[src/rtl/imem_dump.sv]
// Instruction-memory read-back engine: on start it owns the memory port, holds the CPU,
// and streams a block of consecutive words out over a valid/ready interface.
module imem_dump #(
    parameter int DEPTH = 256,
    parameter int IDX_W = 8
) (
    input  logic             clk,
    input  logic             rst,
    input  logic             start,
    input  logic [31:0]      base_addr,
    input  logic [IDX_W:0]   num_words,
    output logic             busy,
    output logic             done,
    output logic             cpu_hold,
    output logic             mem_rd_en,
    output logic [31:0]      mem_addr,
    input  logic [31:0]      mem_rdata,
    output logic [31:0]      dout,
    output logic [IDX_W-1:0] dout_idx,
    output logic             dout_valid,
    input  logic             dout_ready
);

    localparam logic [IDX_W:0] MAX_CNT = (IDX_W+1)'(DEPTH);

    typedef enum logic [2:0] {IDLE, READ, WAIT, SEND, DONE} state_t;

    state_t           state;
    logic [IDX_W-1:0] base_widx;
    logic [IDX_W:0]   cnt;
    logic [IDX_W:0]   idx;

    logic [IDX_W:0]   req_cnt;
    logic [IDX_W-1:0] req_widx;
    logic [IDX_W:0]   idx_inc;
    logic [IDX_W-1:0] next_widx;

    // Word index arithmetic is IDX_W wide so the address wraps modulo DEPTH for free.
    assign req_cnt   = (num_words > MAX_CNT) ? MAX_CNT : num_words;
    assign req_widx  = base_addr[IDX_W+1:2];
    assign idx_inc   = idx + (IDX_W+1)'(1);
    assign next_widx = base_widx + idx_inc[IDX_W-1:0];
    assign cpu_hold  = busy;

    function automatic logic [31:0] word_addr(input logic [IDX_W-1:0] w);
        return {{(30-IDX_W){1'b0}}, w, 2'b00};
    endfunction

    always_ff @(posedge clk) begin
        if (rst) begin
            state      <= IDLE;
            base_widx  <= '0;
            cnt        <= '0;
            idx        <= '0;
            busy       <= 1'b0;
            done       <= 1'b0;
            mem_rd_en  <= 1'b0;
            mem_addr   <= '0;
            dout       <= '0;
            dout_idx   <= '0;
            dout_valid <= 1'b0;
        end else begin
            case (state)
                IDLE: begin
                    if (start) begin
                        base_widx <= req_widx;
                        cnt       <= req_cnt;
                        idx       <= '0;
                        busy      <= 1'b1;
                        if (req_cnt != '0) begin
                            state     <= READ;
                            mem_rd_en <= 1'b1;
                            mem_addr  <= word_addr(req_widx);
                        end else begin
                            state <= DONE;
                            done  <= 1'b1;
                        end
                    end
                end
                READ: begin
                    mem_rd_en <= 1'b0;
                    mem_addr  <= '0;
                    state     <= WAIT;
                end
                WAIT: begin
                    dout       <= mem_rdata;
                    dout_idx   <= idx[IDX_W-1:0];
                    dout_valid <= 1'b1;
                    state      <= SEND;
                end
                SEND: begin
                    // Output words are held until accepted; the next read waits for the handshake.
                    if (dout_ready) begin
                        dout_valid <= 1'b0;
                        idx        <= idx_inc;
                        if (idx_inc == cnt) begin
                            state <= DONE;
                            done  <= 1'b1;
                        end else begin
                            state     <= READ;
                            mem_rd_en <= 1'b1;
                            mem_addr  <= word_addr(next_widx);
                        end
                    end
                end
                DONE: begin
                    done  <= 1'b0;
                    busy  <= 1'b0;
                    state <= IDLE;
                end
                default: state <= IDLE;
            endcase
        end
    end

endmodule

[config.mk]
export PLATFORM = sky130hd
export DESIGN_NAME = imem_dump
export DESIGN_NICKNAME = d
export VERILOG_FILES = /design/src/rtl/imem_dump.sv
export SDC_FILE = /design/constraint.sdc
export NUM_CORES = 1
export LEC_CHECK = 0
export ABC_AREA = 1
export CAP_MARGIN = 20
export CORE_ASPECT_RATIO = 1.5
export CORE_UTILIZATION = 45
export CTS_BUF_LIST = sky130_fd_sc_hd__clkbuf_4
export DETAILED_ROUTE_END_ITERATION = 10
export PLACE_DENSITY = 0.88
export REMOVE_ABC_BUFFERS = 1
export SLEW_MARGIN = 30
export SYNTH_ARGS = -nofsm -noshare
export SYNTH_HDL_FRONTEND = slang
export SYNTH_SLANG_ARGS = --single-unit
[constraint.sdc]
create_clock -name clk -period 3.1 [get_ports clk]
set_clock_uncertainty 0.1 [all_clocks]
set_input_delay 0.465 -clock clk [delete_from_list [all_inputs] [get_ports clk]]
set_output_delay 0.465 -clock clk [all_outputs]
set_load 0.02 [all_outputs]
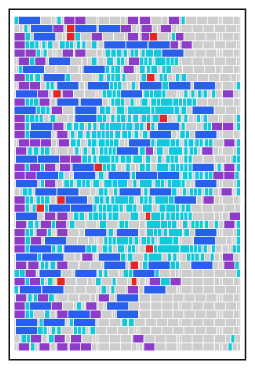
Figure 1: placed cells, one colour a class.
Scale: 3 px per micron. Fill, decap, tap and diode cells in grey.
[other buffers and delay cells] purple | cells: 109
[combinational and other logic] cyan | cells: 453
[clock drivers and dummy loads] red | cells: 15
[flops] blue | cells: 81
final instance area: 5060 sq um
Seq/total area: 32.0%
core area: 8410 sq um
row cnt: 41
Core Util, Final: 60.2%

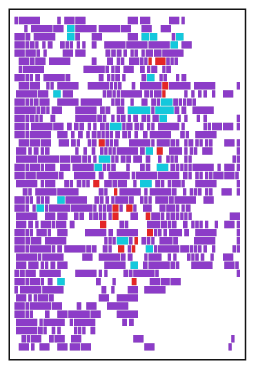
Figure 2: sizing map.
Scale: 3 px per micron.
[_0 and _1 cells] purple | cells: 616 | share: 94%
[_2 cells] red | cells: 18 | share: 2.7%
[_3 and _4 cells] cyan | cells: 24 | share: 3.6%
Buffers, non-clock: 109
setup ws final: 0.585 ns
Layout area overhead: 29.0%

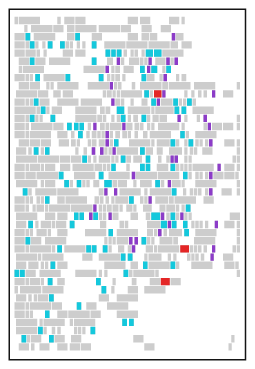
Figure 3: gate-type map.
Scale: 3 px per micron.
[inverting AOI/OAI gates] cyan | cells: 101 | most used: o21ai_0
[inverters] purple | cells: 47 | most used: inv_1
[AND-OR and OR-AND gates] red | cells: 3 | most used: a22o_1
Comb area share: 38.4%
final std cells w/o fill: 765

==> out/qor.yml <==
status: "finished, final reports clean"
wl_microns: 9810
tritoncts: "done"
r2r_cells: 16
buf_share_pct: 21.3
ff_count: 81
viasPerCell: 5.06
vias: 3874
yosys.area_share.adder_pct: 3.06
antenna_found_initial: 0
antenna_left: 0
port_buffers: 105
ys_sh_simple_pct: 29.1
top_regs: "dout (32), cnt (9), idx (9)"
syn_avg_cell_area_sq_um: 7.06
sw_frac_of_total_pct: 39.5
worstMarginPinSlew_ns: 0.605
synthXorXnorAreaFrac_pct: 1.12
use_met1_pct: 25.3
critPathSlowestCell: "dfxtp_1"
die_h_microns: 116
ys_chip_area_sq_um: 3920
power_frac_seq_pct: 40.9
